$ cat config.mk
export PLATFORM = sky130hd
export DESIGN_NAME = sobel_window_sched_flat
export DESIGN_NICKNAME = d
export VERILOG_FILES = /design/src/rtl/sobel_window_sched_if.sv /design/src/rtl/sobel_window_sched.sv /design/src/flat_wrapper.sv
export SDC_FILE = /design/constraint.sdc
export NUM_CORES = 1
export LEC_CHECK = 0
export CAP_MARGIN = 20
export CORE_ASPECT_RATIO = 0.9
export CORE_MARGIN = 3
export CORE_UTILIZATION = 46
export CTS_BUF_LIST = sky130_fd_sc_hd__clkbuf_4
export DETAILED_ROUTE_END_ITERATION = 16
export PLACE_DENSITY = 0.79
export SLEW_MARGIN = 20
export SYNTH_ARGS = -nofsm -noshare
export SYNTH_HDL_FRONTEND = slang
export SYNTH_SLANG_ARGS = --single-unit
$ cat constraint.sdc
create_clock -name clock -period 1.63 [get_ports clock]
set_input_delay 0.2445 -clock clock [delete_from_list [all_inputs] [get_ports clock]]
set_output_delay 0.2445 -clock clock [all_outputs]
set_load 0.02 [all_outputs]
$ cat src/rtl/sobel_window_sched_if.sv
// Handshake and status bundle between the Sobel window scheduler and its
// surroundings: grayscale FIFO flags, output FIFO flags, datapath strobes.
interface sobel_window_sched_if #(
  parameter int ROW_W = 10,
  parameter int COL_W = 10
);
  logic             start;
  logic             in_empty;
  logic             in_rd_en;
  logic             out_full;
  logic             out_wr_en;
  logic             shift_en;
  logic             shift_zero;
  logic             border;
  logic [ROW_W-1:0] center_row;
  logic [COL_W-1:0] center_col;
  logic             busy;
  logic             frame_done;
  logic [31:0]      stall_cycles;

  modport master (
    input  start, in_empty, out_full,
    output in_rd_en, out_wr_en, shift_en, shift_zero, border,
           center_row, center_col, busy, frame_done, stall_cycles
  );

  modport slave (
    output start, in_empty, out_full,
    input  in_rd_en, out_wr_en, shift_en, shift_zero, border,
           center_row, center_col, busy, frame_done, stall_cycles
  );
endinterface

$ cat src/rtl/sobel_window_sched.sv
// Sequences the 3x3 Sobel window: pop/shift/zero-pad/write per cycle, raster output.
// Optional stall counter enabled by defining SOBEL_WINDOW_SCHED_STALL_CNT_EN.
module sobel_window_sched #(
  parameter int WIDTH  = 720,
  parameter int HEIGHT = 540,
  parameter int COL_W  = 10,
  parameter int ROW_W  = 10
) (
  input  logic                  clock,
  input  logic                  reset,
  sobel_window_sched_if.master  bus
);
  localparam int TOTAL = WIDTH * HEIGHT;
  localparam int CNT_W = $clog2(TOTAL + 1);
  localparam logic [CNT_W-1:0] FILL_LAST = CNT_W'(WIDTH);
  localparam logic [CNT_W-1:0] RUN_LAST  = CNT_W'(TOTAL - 1);
  localparam logic [COL_W-1:0] COL_LAST  = COL_W'(WIDTH - 1);
  localparam logic [ROW_W-1:0] ROW_LAST  = ROW_W'(HEIGHT - 1);

  typedef enum logic [2:0] {IDLE, FILL, RUN, DRAIN, DONE} state_t;

  state_t           state, state_n;
  logic [CNT_W-1:0] in_cnt;
  logic [ROW_W-1:0] row;
  logic [COL_W-1:0] col;
  logic             adv, rd, wr, sh, sz, accept, last_pos;

  assign accept   = (state == IDLE) && bus.start;
  assign last_pos = (row == ROW_LAST) && (col == COL_LAST);

  always_comb begin
    state_n = state;
    adv     = 1'b0;
    rd      = 1'b0;
    wr      = 1'b0;
    sh      = 1'b0;
    sz      = 1'b0;
    case (state)
      IDLE: if (bus.start) state_n = FILL;
      FILL: begin
        adv = !bus.in_empty;
        rd  = adv;
        sh  = adv;
        if (adv && in_cnt == FILL_LAST) state_n = RUN;
      end
      RUN: begin
        // both FIFOs must be ready, otherwise nothing moves at all
        adv = !bus.in_empty && !bus.out_full;
        rd  = adv;
        sh  = adv;
        wr  = adv;
        if (adv && in_cnt == RUN_LAST) state_n = DRAIN;
      end
      DRAIN: begin
        adv = !bus.out_full;
        sh  = adv;
        sz  = adv;
        wr  = adv;
        if (adv && last_pos) state_n = DONE;
      end
      DONE:    state_n = IDLE;
      default: state_n = IDLE;
    endcase
  end

  always_ff @(posedge clock) begin
    if (reset) begin
      state  <= IDLE;
      in_cnt <= '0;
      row    <= '0;
      col    <= '0;
    end else begin
      state <= state_n;
      if (accept) begin
        in_cnt <= '0;
        row    <= '0;
        col    <= '0;
      end else begin
        if (rd) in_cnt <= in_cnt + 1'b1;
        if (wr) begin
          if (col == COL_LAST) begin
            col <= '0;
            row <= (row == ROW_LAST) ? '0 : row + 1'b1;
          end else begin
            col <= col + 1'b1;
          end
        end
      end
    end
  end

`ifdef SOBEL_WINDOW_SCHED_STALL_CNT_EN
  logic [31:0] stall_q;
  logic        stalled;
  assign stalled = (state == FILL || state == RUN || state == DRAIN) && !adv;

  always_ff @(posedge clock) begin
    if (reset)                                    stall_q <= '0;
    else if (accept)                              stall_q <= '0;
    else if (stalled && stall_q != 32'hFFFF_FFFF) stall_q <= stall_q + 1'b1;
  end
  assign bus.stall_cycles = stall_q;
`else
  assign bus.stall_cycles = '0;
`endif

  assign bus.in_rd_en   = rd;
  assign bus.out_wr_en  = wr;
  assign bus.shift_en   = sh;
  assign bus.shift_zero = sz;
  assign bus.center_row = row;
  assign bus.center_col = col;
  assign bus.border     = (row == '0) || (row == ROW_LAST) || (col == '0) || (col == COL_LAST);
  assign bus.busy       = (state != IDLE);
  assign bus.frame_done = (state == DONE);
endmodule

$ cat src/flat_wrapper.sv
// flat-port wrapper written by rule: the top's interface ports become plain ports
module sobel_window_sched_flat 
#(
  parameter int WIDTH  = 720,
  parameter int HEIGHT = 540,
  parameter int COL_W  = 10,
  parameter int ROW_W  = 10
)
  (clock, reset, bus_start, bus_in_empty, bus_out_full, bus_in_rd_en, bus_out_wr_en, bus_shift_en, bus_shift_zero, bus_border, bus_center_row, bus_center_col, bus_busy, bus_frame_done, bus_stall_cycles);
  sobel_window_sched_if #(.ROW_W(ROW_W), .COL_W(COL_W)) bus_i ();
  input  logic clock;
  input  logic reset;
  input wire logic [$bits(bus_i.start)-1:0] bus_start;
  input wire logic [$bits(bus_i.in_empty)-1:0] bus_in_empty;
  input wire logic [$bits(bus_i.out_full)-1:0] bus_out_full;
  output wire logic [$bits(bus_i.in_rd_en)-1:0] bus_in_rd_en;
  output wire logic [$bits(bus_i.out_wr_en)-1:0] bus_out_wr_en;
  output wire logic [$bits(bus_i.shift_en)-1:0] bus_shift_en;
  output wire logic [$bits(bus_i.shift_zero)-1:0] bus_shift_zero;
  output wire logic [$bits(bus_i.border)-1:0] bus_border;
  output wire logic [$bits(bus_i.center_row)-1:0] bus_center_row;
  output wire logic [$bits(bus_i.center_col)-1:0] bus_center_col;
  output wire logic [$bits(bus_i.busy)-1:0] bus_busy;
  output wire logic [$bits(bus_i.frame_done)-1:0] bus_frame_done;
  output wire logic [$bits(bus_i.stall_cycles)-1:0] bus_stall_cycles;
  assign bus_i.start = bus_start;
  assign bus_i.in_empty = bus_in_empty;
  assign bus_i.out_full = bus_out_full;
  assign bus_in_rd_en = bus_i.in_rd_en;
  assign bus_out_wr_en = bus_i.out_wr_en;
  assign bus_shift_en = bus_i.shift_en;
  assign bus_shift_zero = bus_i.shift_zero;
  assign bus_border = bus_i.border;
  assign bus_center_row = bus_i.center_row;
  assign bus_center_col = bus_i.center_col;
  assign bus_busy = bus_i.busy;
  assign bus_frame_done = bus_i.frame_done;
  assign bus_stall_cycles = bus_i.stall_cycles;
  sobel_window_sched #(.WIDTH(WIDTH), .HEIGHT(HEIGHT), .COL_W(COL_W), .ROW_W(ROW_W)) u_core (.clock(clock), .reset(reset), .bus(bus_i));
endmodule
**The metal 1 layer**

Bar = 20 um. Supply wires on this layer in gray.
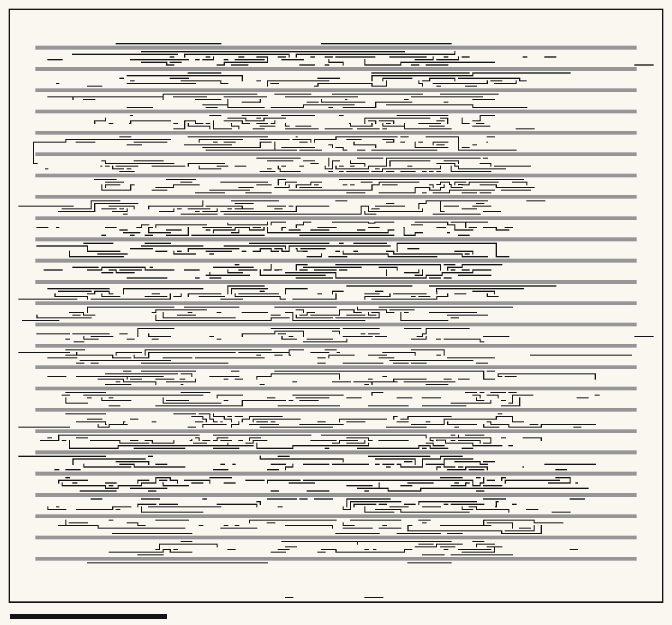
- main direction: horizontal
- share of all routed wire: 40%
- nets with wire on the layer: 370
routed wire length: 8830 um
met1 Usage GRT: 26.7%
via count: 2708

**Met2 routing**

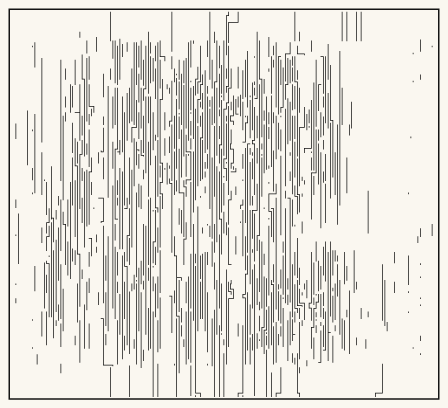
- share of all routed wire: 49%
- main direction: vertical
- nets with wire on the layer: 385
- wire length on this layer: 4340 um
met2 Resource Use GR: 42.0%

**Met3 routing**

Bar = 20 um. Cells faint in the background.
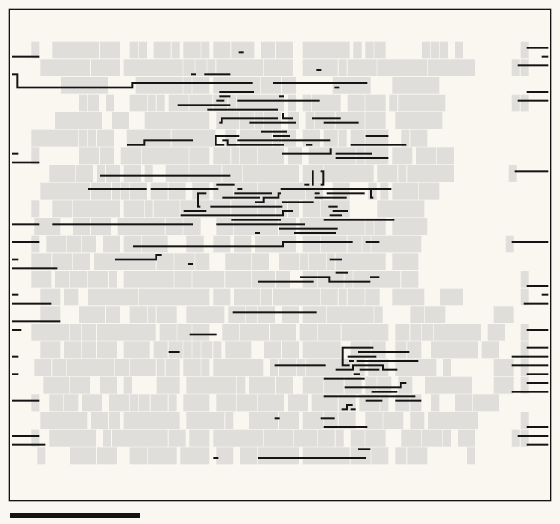
- nets with wire on the layer: 100
- longest straight run: 23.0 um
- share of all routed wire: 8.4%
- main direction: horizontal
met3 usage: 5.19%

**Metal 4**

Supply wires on this layer in gray.
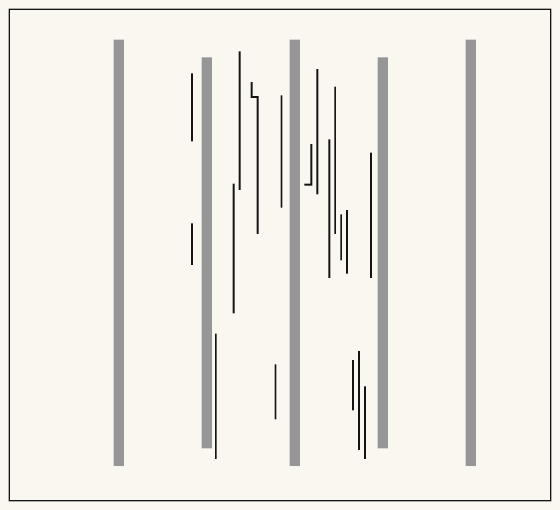
- share of all routed wire: 3.0%
- main direction: vertical
- longest straight run: 22.4 um

==> deck_impl_summary.md <==
Key Metrics from the Run

Placed design
  – Placed cell area: 3210 um2
  – Hpwl dp: 4580 um
  – I/O Buffers: 31
  – Cell count after placement: 447
  – DP Worst Slack: -719 ps

Logic synthesis
  – Most common cell in the netlist: nor2_1
  – Ys cells: 298
  – Comb area leader: simple AND/OR/NAND/NOR gates
  – MUX share of area: 0%
  – Top post-synthesis cells by count: 44 x nor2_1, 42 x dfxtp_1, 32 x buf_4
  – Dominant cell area share: 34.0%
  – Yosys stat area: 2470 um2
  – Asr flop ratio synth: 0%
  – Post-synth regs: 42
  – EDFF count, synth: 0
  – Post-synth cell types: 47

Layout
  – # nets final: 417
  – Sequential cell area share: 22.5%
  – Largest class: logic gates
  – Finished Layout Cells: 471
  – Clkbuf count: 5
  – Logic area: 1820 um2
  – Most frequent cells in the layout: 67 x buf_4, 35 x nor2_1, 32 x conb_1, 31 x dfxtp_1, 19 x xnor2_1
  – Logic inverters: 11
  – Seq_cells: 42
  – Mi-comb count: 236
  – # diodes: 0
  – Max reg flops: 19
  – FF+latch area: 862 um2

Final timing
  – Hold Fails Final Rpt: 0
  – Final Critical Period: 2150 ps
  – RSZ-0062 raised after global routing: yes
  – Worst Skew: 6.91 ps
  – Max Clk Rate: 466 MHz
  – WHS: 339 ps
  – Worst Max-Slew Pin Slew: 646 ps
  – Setup ws final: -518 ps
  – Setup violations, final: 39
  – Setup TNS: -4050 ps
  – Cycle use final: 132%
  – Pins Over Slew Limit: 0
  – Max transition margin: 56.8%

Routing
  – Detail Route Antenna Nets: 0
  – Met2 wire length: 4340 um
  – DR vias/cell: 5.75
  – Detailed Route Iter0 Violations: 269
  – Max Used Layer: met4
  – WL met1: 3490 um

Floorplanning
  – I/O pins: 64
  – Site row count: 24
  – Die y size: 75.5 um
  – Num tapcells: 65

Power and ir drop
  – Switch Pwr: 508 uW
  – Pint: 1.42 mW
  – Combinational fraction of design power: 12.5%
  – Clock network power: 656 uW
  – Sw frac: 26.4%
  – Pwr dens: 503 nW/um2
  – Lkg Pwr: 1.62 nW
  – P_comb: 240 uW

CTS
  – Clk latency late pin: 350 ps
  – CTS clk-pin slew, worst paths: 130 ps
  – Hold buffer count at CTS: 0
  – Total CTS buffers: 5
  – # clock sinks: 42
  – Post-CTS Resized: 100
  – Htree depth: 2

Hold path
  – Hold WC Path Type: primary input to flip-flop
  – Endpoint, Worst Hold: u_core.state[1]$_SDFFE_PP0P_
  – Critical hold path startpoint: bus_out_full

Status
  – Status: complete, but fails checks
  – Violated checks: setup timing

Worst setup path
  – R2R setup slack: -220 ps
  – Stages on worst setup path: 6
  – R2R Path End: u_core.in_cnt[6]$_SDFFE_PP0P_
  – Crit Path Category: flip-flop to output port
  – Critical Path End Type: output port
  – CP max stage delay: 480 ps
  – CP Cell Sequence: inv_2, ha_1, or4b_4, a211o_1, o21ai_2, buf_6
  – R2r worst-path depth: 6
  – Crit path to: bus_border
  – R2r startpoint: u_core.state[1]$_SDFFE_PP0P_
  – Max Fanout on Critical Path: 2
  – WP data arrival: 1900 ps

Global route
  – GRT Total Usage: 23.0%
  – Largest net degree at the start of global routing: 20
  – Gr busiest metal: met2

Flow run
  – Max Cap Viol: 0
No activity file was given, so power comes from the tool's default toggle rates.
